## config.mk

```make
export PLATFORM = sky130hd
export DESIGN_NAME = pixel_write_scheduler_flat
export DESIGN_NICKNAME = d
export VERILOG_FILES = /design/src/rtl/bbq_gfx_pkg.sv /design/src/rtl/pixel_write_scheduler_if.sv /design/src/rtl/pixel_write_scheduler_rr_arbiter.sv /design/src/rtl/pixel_write_scheduler.sv /design/src/flat_wrapper.sv
export SDC_FILE = /design/constraint.sdc
export NUM_CORES = 1
export LEC_CHECK = 0
export ABC_AREA = 1
export CAP_MARGIN = 20
export CORE_UTILIZATION = 50
export CTS_CLUSTER_DIAMETER = 50
export DETAILED_ROUTE_END_ITERATION = 8
export HOLD_SLACK_MARGIN = 0.05
export PLACE_DENSITY = 0.84
export SYNTH_ARGS = -nofsm -noshare
export SYNTH_HDL_FRONTEND = slang
export SYNTH_SLANG_ARGS = --single-unit
export TNS_END_PERCENT = 10
```

## constraint.sdc

```tcl
create_clock -name clk -period 9.4 [get_ports clk]
set_input_delay 1.88 -clock clk [delete_from_list [all_inputs] [get_ports clk]]
set_output_delay 1.88 -clock clk [all_outputs]
set_load 0.05 [all_outputs]
```

## src/rtl/bbq_gfx_pkg.sv

```systemverilog
// Shared graphics definitions for the pixel-write path: screen geometry,
// scheduler state encoding and the rectangle command record.
package bbq_gfx_pkg;

    localparam int unsigned COORD_W  = 8;
    localparam int unsigned COLOUR_W = 9;
    localparam int unsigned SCREEN_W = 160;
    localparam int unsigned SCREEN_H = 120;

    typedef enum logic {
        IDLE,
        DRAW
    } sched_state_e;

    typedef struct packed {
        logic [COORD_W-1:0]  x0;
        logic [COORD_W-1:0]  y0;
        logic [COORD_W-1:0]  w;
        logic [COORD_W-1:0]  h;
        logic [COLOUR_W-1:0] colour;
    } rect_cmd_t;

endpackage

```

## src/rtl/pixel_write_scheduler_if.sv

```systemverilog
// Requester command bus plus VGA pixel-write bus around the scheduler.
// master = game logic / adapter side, slave = scheduler.
interface pixel_write_scheduler_if #(
    parameter int unsigned NUM_REQ  = 4,
    parameter int unsigned COORD_W  = bbq_gfx_pkg::COORD_W,
    parameter int unsigned COLOUR_W = bbq_gfx_pkg::COLOUR_W
);
    localparam int unsigned ID_W = (NUM_REQ > 1) ? $clog2(NUM_REQ) : 1;

    logic [NUM_REQ-1:0]          req_valid;
    logic [NUM_REQ-1:0]          req_ready;
    logic [NUM_REQ*COORD_W-1:0]  req_x0;
    logic [NUM_REQ*COORD_W-1:0]  req_y0;
    logic [NUM_REQ*COORD_W-1:0]  req_w;
    logic [NUM_REQ*COORD_W-1:0]  req_h;
    logic [NUM_REQ*COLOUR_W-1:0] req_colour;
    logic [COORD_W-1:0]          x_out;
    logic [COORD_W-1:0]          y_out;
    logic [COLOUR_W-1:0]         colour_out;
    logic                        plot_out;
    logic                        busy;
    logic [ID_W-1:0]             grant_id;

    modport master (
        output req_valid, req_x0, req_y0, req_w, req_h, req_colour,
        input  req_ready, x_out, y_out, colour_out, plot_out, busy, grant_id
    );

    modport slave (
        input  req_valid, req_x0, req_y0, req_w, req_h, req_colour,
        output req_ready, x_out, y_out, colour_out, plot_out, busy, grant_id
    );

endinterface

```

## src/rtl/pixel_write_scheduler_rr_arbiter.sv

```systemverilog
// Combinational round-robin arbiter: first asserted request searching upward
// from last_grant+1 with wrap. The pointer register lives in the caller.
module rr_arbiter #(
    parameter int unsigned N = 4,
    localparam int unsigned IW = (N > 1) ? $clog2(N) : 1
) (
    input  logic [N-1:0]  req,
    input  logic [IW-1:0] last_grant,
    input  logic          enable,
    output logic [N-1:0]  grant,
    output logic [IW-1:0] idx
);

    logic          found;
    logic [IW-1:0] cand;

    always_comb begin
        grant = '0;
        idx   = '0;
        found = 1'b0;
        cand  = '0;
        for (int unsigned i = 1; i <= N; i++) begin
            cand = IW'((32'(last_grant) + i) % N);
            if (enable && !found && req[cand]) begin
                found       = 1'b1;
                grant[cand] = 1'b1;
                idx         = cand;
            end
        end
    end

endmodule

```

## src/rtl/pixel_write_scheduler.sv

```systemverilog
// Round-robin scheduler that scans granted fill-rectangle commands into one
// clipped pixel write per clock for the VGA adapter.
module pixel_write_scheduler
    import bbq_gfx_pkg::rect_cmd_t, bbq_gfx_pkg::sched_state_e, bbq_gfx_pkg::IDLE,
           bbq_gfx_pkg::DRAW;
#(
    parameter int unsigned NUM_REQ  = 4,
    parameter int unsigned COORD_W  = bbq_gfx_pkg::COORD_W,
    parameter int unsigned COLOUR_W = bbq_gfx_pkg::COLOUR_W,
    parameter int unsigned SCREEN_W = bbq_gfx_pkg::SCREEN_W,
    parameter int unsigned SCREEN_H = bbq_gfx_pkg::SCREEN_H
) (
    input  logic                     clk,
    input  logic                     reset,
    pixel_write_scheduler_if.slave   bus
);

    localparam int unsigned ID_W = (NUM_REQ > 1) ? $clog2(NUM_REQ) : 1;
    localparam logic [COORD_W:0] SCR_W = (COORD_W + 1)'(SCREEN_W);
    localparam logic [COORD_W:0] SCR_H = (COORD_W + 1)'(SCREEN_H);

    sched_state_e       state_q;
    rect_cmd_t          cmd_q;
    rect_cmd_t          req_cmd;
    logic [COORD_W-1:0] cx_q, cy_q;
    logic [COORD_W-1:0] nx, ny;
    logic [ID_W-1:0]    last_grant_q;
    logic [ID_W-1:0]    win_idx;
    logic [NUM_REQ-1:0] win_onehot;
    logic               last_px;
    logic [COORD_W:0]   sum_x, sum_y;
    logic               in_screen;

    rr_arbiter #(
        .N(NUM_REQ)
    ) u_arb (
        .req        (bus.req_valid),
        .last_grant (last_grant_q),
        .enable     (state_q == IDLE),
        .grant      (win_onehot),
        .idx        (win_idx)
    );

    assign bus.req_ready = win_onehot;

    always_comb begin
        req_cmd.x0     = bus.req_x0[32'(win_idx)*COORD_W +: COORD_W];
        req_cmd.y0     = bus.req_y0[32'(win_idx)*COORD_W +: COORD_W];
        req_cmd.w      = bus.req_w[32'(win_idx)*COORD_W +: COORD_W];
        req_cmd.h      = bus.req_h[32'(win_idx)*COORD_W +: COORD_W];
        req_cmd.colour = bus.req_colour[32'(win_idx)*COLOUR_W +: COLOUR_W];
    end

    // cx/cy track the pixel currently on the outputs; nx/ny is the one to emit next.
    always_comb begin
        last_px = (cx_q == cmd_q.w - COORD_W'(1)) && (cy_q == cmd_q.h - COORD_W'(1));
        if (cx_q == cmd_q.w - COORD_W'(1)) begin
            nx = '0;
            ny = cy_q + COORD_W'(1);
        end else begin
            nx = cx_q + COORD_W'(1);
            ny = cy_q;
        end
        if (state_q == IDLE) begin
            sum_x = {1'b0, req_cmd.x0};
            sum_y = {1'b0, req_cmd.y0};
        end else begin
            sum_x = {1'b0, cmd_q.x0} + {1'b0, nx};
            sum_y = {1'b0, cmd_q.y0} + {1'b0, ny};
        end
        in_screen = (sum_x < SCR_W) && (sum_y < SCR_H);
    end

    always_ff @(posedge clk) begin
        if (reset) begin
            state_q        <= IDLE;
            cmd_q          <= '0;
            cx_q           <= '0;
            cy_q           <= '0;
            last_grant_q   <= ID_W'(NUM_REQ - 1);
            bus.x_out      <= '0;
            bus.y_out      <= '0;
            bus.colour_out <= '0;
            bus.plot_out   <= 1'b0;
            bus.busy       <= 1'b0;
            bus.grant_id   <= '0;
        end else begin
            unique case (state_q)
                IDLE: begin
                    bus.plot_out <= 1'b0;
                    if (|win_onehot) begin
                        cmd_q        <= req_cmd;
                        bus.grant_id <= win_idx;
                        last_grant_q <= win_idx;
                        cx_q         <= '0;
                        cy_q         <= '0;
                        // Empty rectangles are consumed without touching the pixel bus.
                        if (req_cmd.w != '0 && req_cmd.h != '0) begin
                            state_q        <= DRAW;
                            bus.busy       <= 1'b1;
                            bus.x_out      <= sum_x[COORD_W-1:0];
                            bus.y_out      <= sum_y[COORD_W-1:0];
                            bus.colour_out <= req_cmd.colour;
                            bus.plot_out   <= in_screen;
                        end
                    end
                end
                DRAW: begin
                    if (last_px) begin
                        state_q      <= IDLE;
                        bus.busy     <= 1'b0;
                        bus.plot_out <= 1'b0;
                    end else begin
                        cx_q           <= nx;
                        cy_q           <= ny;
                        bus.x_out      <= sum_x[COORD_W-1:0];
                        bus.y_out      <= sum_y[COORD_W-1:0];
                        bus.colour_out <= cmd_q.colour;
                        bus.plot_out   <= in_screen;
                    end
                end
                default: state_q <= IDLE;
            endcase
        end
    end

endmodule
```

## src/flat_wrapper.sv

```systemverilog
// flat-port wrapper written by rule: the top's interface ports become plain ports
module pixel_write_scheduler_flat import bbq_gfx_pkg::rect_cmd_t, bbq_gfx_pkg::sched_state_e, bbq_gfx_pkg::IDLE,
           bbq_gfx_pkg::DRAW;
#(
    parameter int unsigned NUM_REQ  = 4,
    parameter int unsigned COORD_W  = bbq_gfx_pkg::COORD_W,
    parameter int unsigned COLOUR_W = bbq_gfx_pkg::COLOUR_W,
    parameter int unsigned SCREEN_W = bbq_gfx_pkg::SCREEN_W,
    parameter int unsigned SCREEN_H = bbq_gfx_pkg::SCREEN_H
)
  (clk, reset, bus_req_valid, bus_req_x0, bus_req_y0, bus_req_w, bus_req_h, bus_req_colour, bus_req_ready, bus_x_out, bus_y_out, bus_colour_out, bus_plot_out, bus_busy, bus_grant_id);
  pixel_write_scheduler_if #(.NUM_REQ(NUM_REQ), .COORD_W(COORD_W), .COLOUR_W(COLOUR_W)) bus_i ();
  input  logic clk;
  input  logic reset;
  input wire logic [$bits(bus_i.req_valid)-1:0] bus_req_valid;
  input wire logic [$bits(bus_i.req_x0)-1:0] bus_req_x0;
  input wire logic [$bits(bus_i.req_y0)-1:0] bus_req_y0;
  input wire logic [$bits(bus_i.req_w)-1:0] bus_req_w;
  input wire logic [$bits(bus_i.req_h)-1:0] bus_req_h;
  input wire logic [$bits(bus_i.req_colour)-1:0] bus_req_colour;
  output wire logic [$bits(bus_i.req_ready)-1:0] bus_req_ready;
  output wire logic [$bits(bus_i.x_out)-1:0] bus_x_out;
  output wire logic [$bits(bus_i.y_out)-1:0] bus_y_out;
  output wire logic [$bits(bus_i.colour_out)-1:0] bus_colour_out;
  output wire logic [$bits(bus_i.plot_out)-1:0] bus_plot_out;
  output wire logic [$bits(bus_i.busy)-1:0] bus_busy;
  output wire logic [$bits(bus_i.grant_id)-1:0] bus_grant_id;
  assign bus_i.req_valid = bus_req_valid;
  assign bus_i.req_x0 = bus_req_x0;
  assign bus_i.req_y0 = bus_req_y0;
  assign bus_i.req_w = bus_req_w;
  assign bus_i.req_h = bus_req_h;
  assign bus_i.req_colour = bus_req_colour;
  assign bus_req_ready = bus_i.req_ready;
  assign bus_x_out = bus_i.x_out;
  assign bus_y_out = bus_i.y_out;
  assign bus_colour_out = bus_i.colour_out;
  assign bus_plot_out = bus_i.plot_out;
  assign bus_busy = bus_i.busy;
  assign bus_grant_id = bus_i.grant_id;
  pixel_write_scheduler #(.NUM_REQ(NUM_REQ), .COORD_W(COORD_W), .COLOUR_W(COLOUR_W), .SCREEN_W(SCREEN_W), .SCREEN_H(SCREEN_H)) u_core (.clk(clk), .reset(reset), .bus(bus_i));
endmodule
```

==> design notes <==
The run finished with clean final reports. The path with the worst hold slack has its endpoint at u_core.bus.grant_id[1]. Summing all multi-input logic gate instances after layout gives 0.00435 mm^2.

The combinational group share of total power was 0.756; the total number of tap cells was 176. Total power for the finished layout comes to 4.00 mW. The design has 89 sequential cells. Dominant register cell in the synthesized netlist: sky130_fd_sc_hd__dfxtp_1.

The total inserted antenna cells is 0, and the maximum clock skew at final layout is 10.3 ps. For reference, the top cells by area after synthesis are sky130_fd_sc_hd__dfxtp_1 26%, sky130_fd_sc_hd__nand2_1 12%, sky130_fd_sc_hd__nor2_1 8.1%, sky130_fd_sc_hd__o21ai_0 7.4%, sky130_fd_sc_hd__nand3_1 6.9%. Pins over their slew limit in the final report were tallied at 0. The fraction of power spent switching nets is 0.579. Nature of the critical path endpoint: an output pin.

The total overflow left after global routing is 0. With the leakage power total at 4.17 nW, the aoi/oai-family share of the synthesized area is 0.171. Setup slack on the worst reg-to-reg path comes out at 4550 ps.

The area growth from synthesis to layout is 32.4%. Counting flops per register, the top entry is u_core.cmd_q. Setup repair after global routing left no endpoint under its margin. The later pin in the worst-skew pair is clocked with a latency of 340 ps. The flow reports power dissipated in sequential cells as 0.618 mW. After detailed routing, the met3 layer carries 1.13 mm of wire. For the global routing met2 resource utilization, the log shows 0.522.

The total routing resource utilization after global routing came out at 0.293. Endpoints with negative setup slack in the final report add up to 0. The instance area after placement was 0.00894 mm^2. The detailed router placed 7691 vias in this run. The logs give 4090 ps for the arrival time of data at the critical path endpoint and 3420 ps for the placement-stage worst setup slack. The commonest cells after synthesis are 228 x sky130_fd_sc_hd__nand2_1, 150 x sky130_fd_sc_hd__nor2_1, 116 x sky130_fd_sc_hd__inv_1, 103 x sky130_fd_sc_hd__o21ai_0, 96 x sky130_fd_sc_hd__nand3_1. The finished cells cover 0.00923 mm^2. The clock tree root buffer cell was sky130_fd_sc_hd__clkbuf_16.

The total net switching power is 2.32 mW. With the pre-placement core utilization at 0.520, the post-CTS setup-driven buffer insertion count is 0. The number of warnings reported in the yosys synthesis log came out at 0. TritonCTS built the clock tree. According to the Yosys statistics, the synthesized design has a chip area of 0.00697 mm^2.

The number of DRC violations after detailed-routing iteration 0 came out at 542. The internal power of the cells totals 1.68 mW. The worst slew margin relative to its limit was 0.325. In the post-route analysis, the smallest setup slack over all paths is 3430 ps.

The layout has 11 clock buffers. The run gives 0 for the number of antenna violations at the first check in global routing. For reference, the final report shows the hold violation count at 0. The H-tree generated during clock tree synthesis spans 3 levels. Kind of start point of the critical path: a primary input. Looking at the worst setup and hold paths, the clock pins of their registers show a slew of 70 ps. The xor/xnor share of the synthesized area is 0.0415, and the clock net sink count is 89. The run gives 0 for the number of nets still failing antenna checks after routing. Non-clock buffer instance count of the final layout: 206. The dominant cell by count in the synthesized netlist was sky130_fd_sc_hd__nand2_1. After detailed routing, the number of remaining DRC violations is 0.

Among all stages on the critical path, the maximum delay recorded is 850 ps. The total of flip-flops plus latches after synthesis is 89. The number of cell instances after yosys synthesis came out at 1115. The area fraction in full adders, half adders and majority gates was 0.0578. The run gives 0.090 as the power share of the clock group. The run gives 91 as the maximum number of pins on one net before global-route repair. The placed wire-length estimate after detailed placement is 15.5 mm. The basic-gate share of the synthesized area counting and, or, nand and nor cells is 0.354.

The time the final worst path needs with I/O delays and setup came out at 5970 ps. For the count of cell types in the netlist, the log shows 46. The endpoint identified for the worst register-to-register timing path is u_core.bus.y_out[5].

In this run the maximum-capacitance check reported violations numbering 0. The script logs the mean routed wire length per placed instance as 14.2 um. The cell type that accounts for the most area after synthesis is sky130_fd_sc_hd__dfxtp_1.

The chip occupies 0.0144 mm^2. Summed over all failing endpoints, the final setup total negative slack is 0 ps. Counting cells, the worst reg-to-reg path comes to 20. In this build the clock could be raised as far as 168 MHz.

The signal on the critical path passes through clkdlybuf4s50_1 > nand2_1 > nand3_1 > nand2_4 > nand3_4 > nor2_4 > inv_2 > o2111ai_1 > clkdlybuf4s50_1. The type of the tightest min-delay check was reg -> reg. The run gives 3.02 mW for the power drawn by the combinational cells.

For this design, the CTS-stage hold fixing added 0 buffers. The fraction of layout instances using a drive strength above 1 is 0.0665, and the count of buffering cells on the critical path with inverters included is 3. The cell type of the slowest stage on the worst timing path was sky130_fd_sc_hd__clkdlybuf4s50_1. At the pin with the least slew margin, the transition time is 1010 ps. Counting flops with a built-in enable in the synthesized netlist gives 0. The first global-routing pass estimated 34.0 mm of wire.

For this run, the post-layout net count is 1475. The core box area came out at 0.0134 mm^2. The busiest layer in global routing is met2.

The run gives 0.0570 as the met3 global-route usage. Top layer reached by signal wires: met4. The layout buffering overhead excluding clock cells was 0.222; the post-layout utilization of the core was 0.689.

The largest power group was combinational logic. Multi-input combinational cells in the finished layout were counted as 827. The met1 wire length came out at 8.21 mm. The final critical-path share of the clock period is 0.635.

Across the whole layout, storage elements account for 0.00178 mm^2. The report lists the number of standard-cell rows as 42. The height of the chip came out at 120 um. After its last routability iteration, the placer logged a weighted congestion of 0.876.

The analysis reports a worst IR drop on VDD of 429 uV. The prevailing logic family in the synthesized netlist was simple AND/OR/NAND/NOR gates. The capture point of the critical path is bus_req_ready[2]. The mux share of post-synthesis cell area was 0. With the endpoint required time on the critical path at 7520 ps, the power attributed to the clock group is 0.359 mW.

The met1 routing resource usage after global routing came out at 0.331.
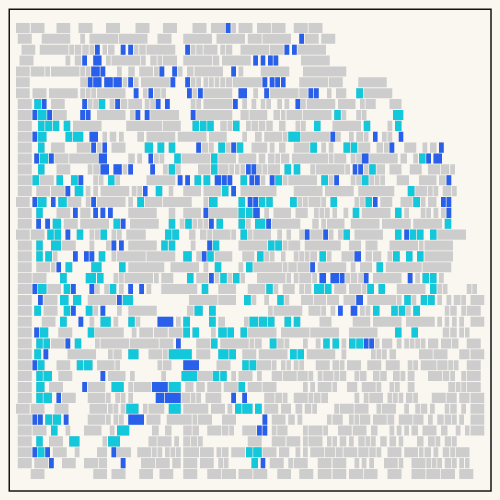
**Above:** gate families picked out.
Drawn at 4 px/um.
Key: inverting AOI/OAI gates = cyan [cells 215, most used o21ai_0]; NOR gates = blue [cells 175, most used nor2_1, where spread over the die]
logic share of the area: 0.471
leading cell type in the layout, fill and taps excluded: sky130_fd_sc_hd__nand2_1
number of cells in the finished layout apart from fillers: 1454

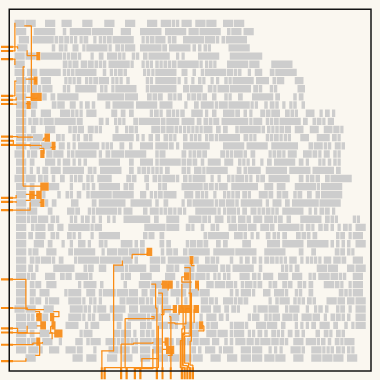
**Above:** I/O nets highlighted.
Drawn at 3 px/um.
Key: `bus_req_y0` = orange [bits 32, direction input, edge 18 west, 14 south, end cells 32, wire 660 um]
number of top-level pins: 203
count of buffers inserted at the top-level ports: 202

No activity file was given, so power comes from the tool's default toggle rates.
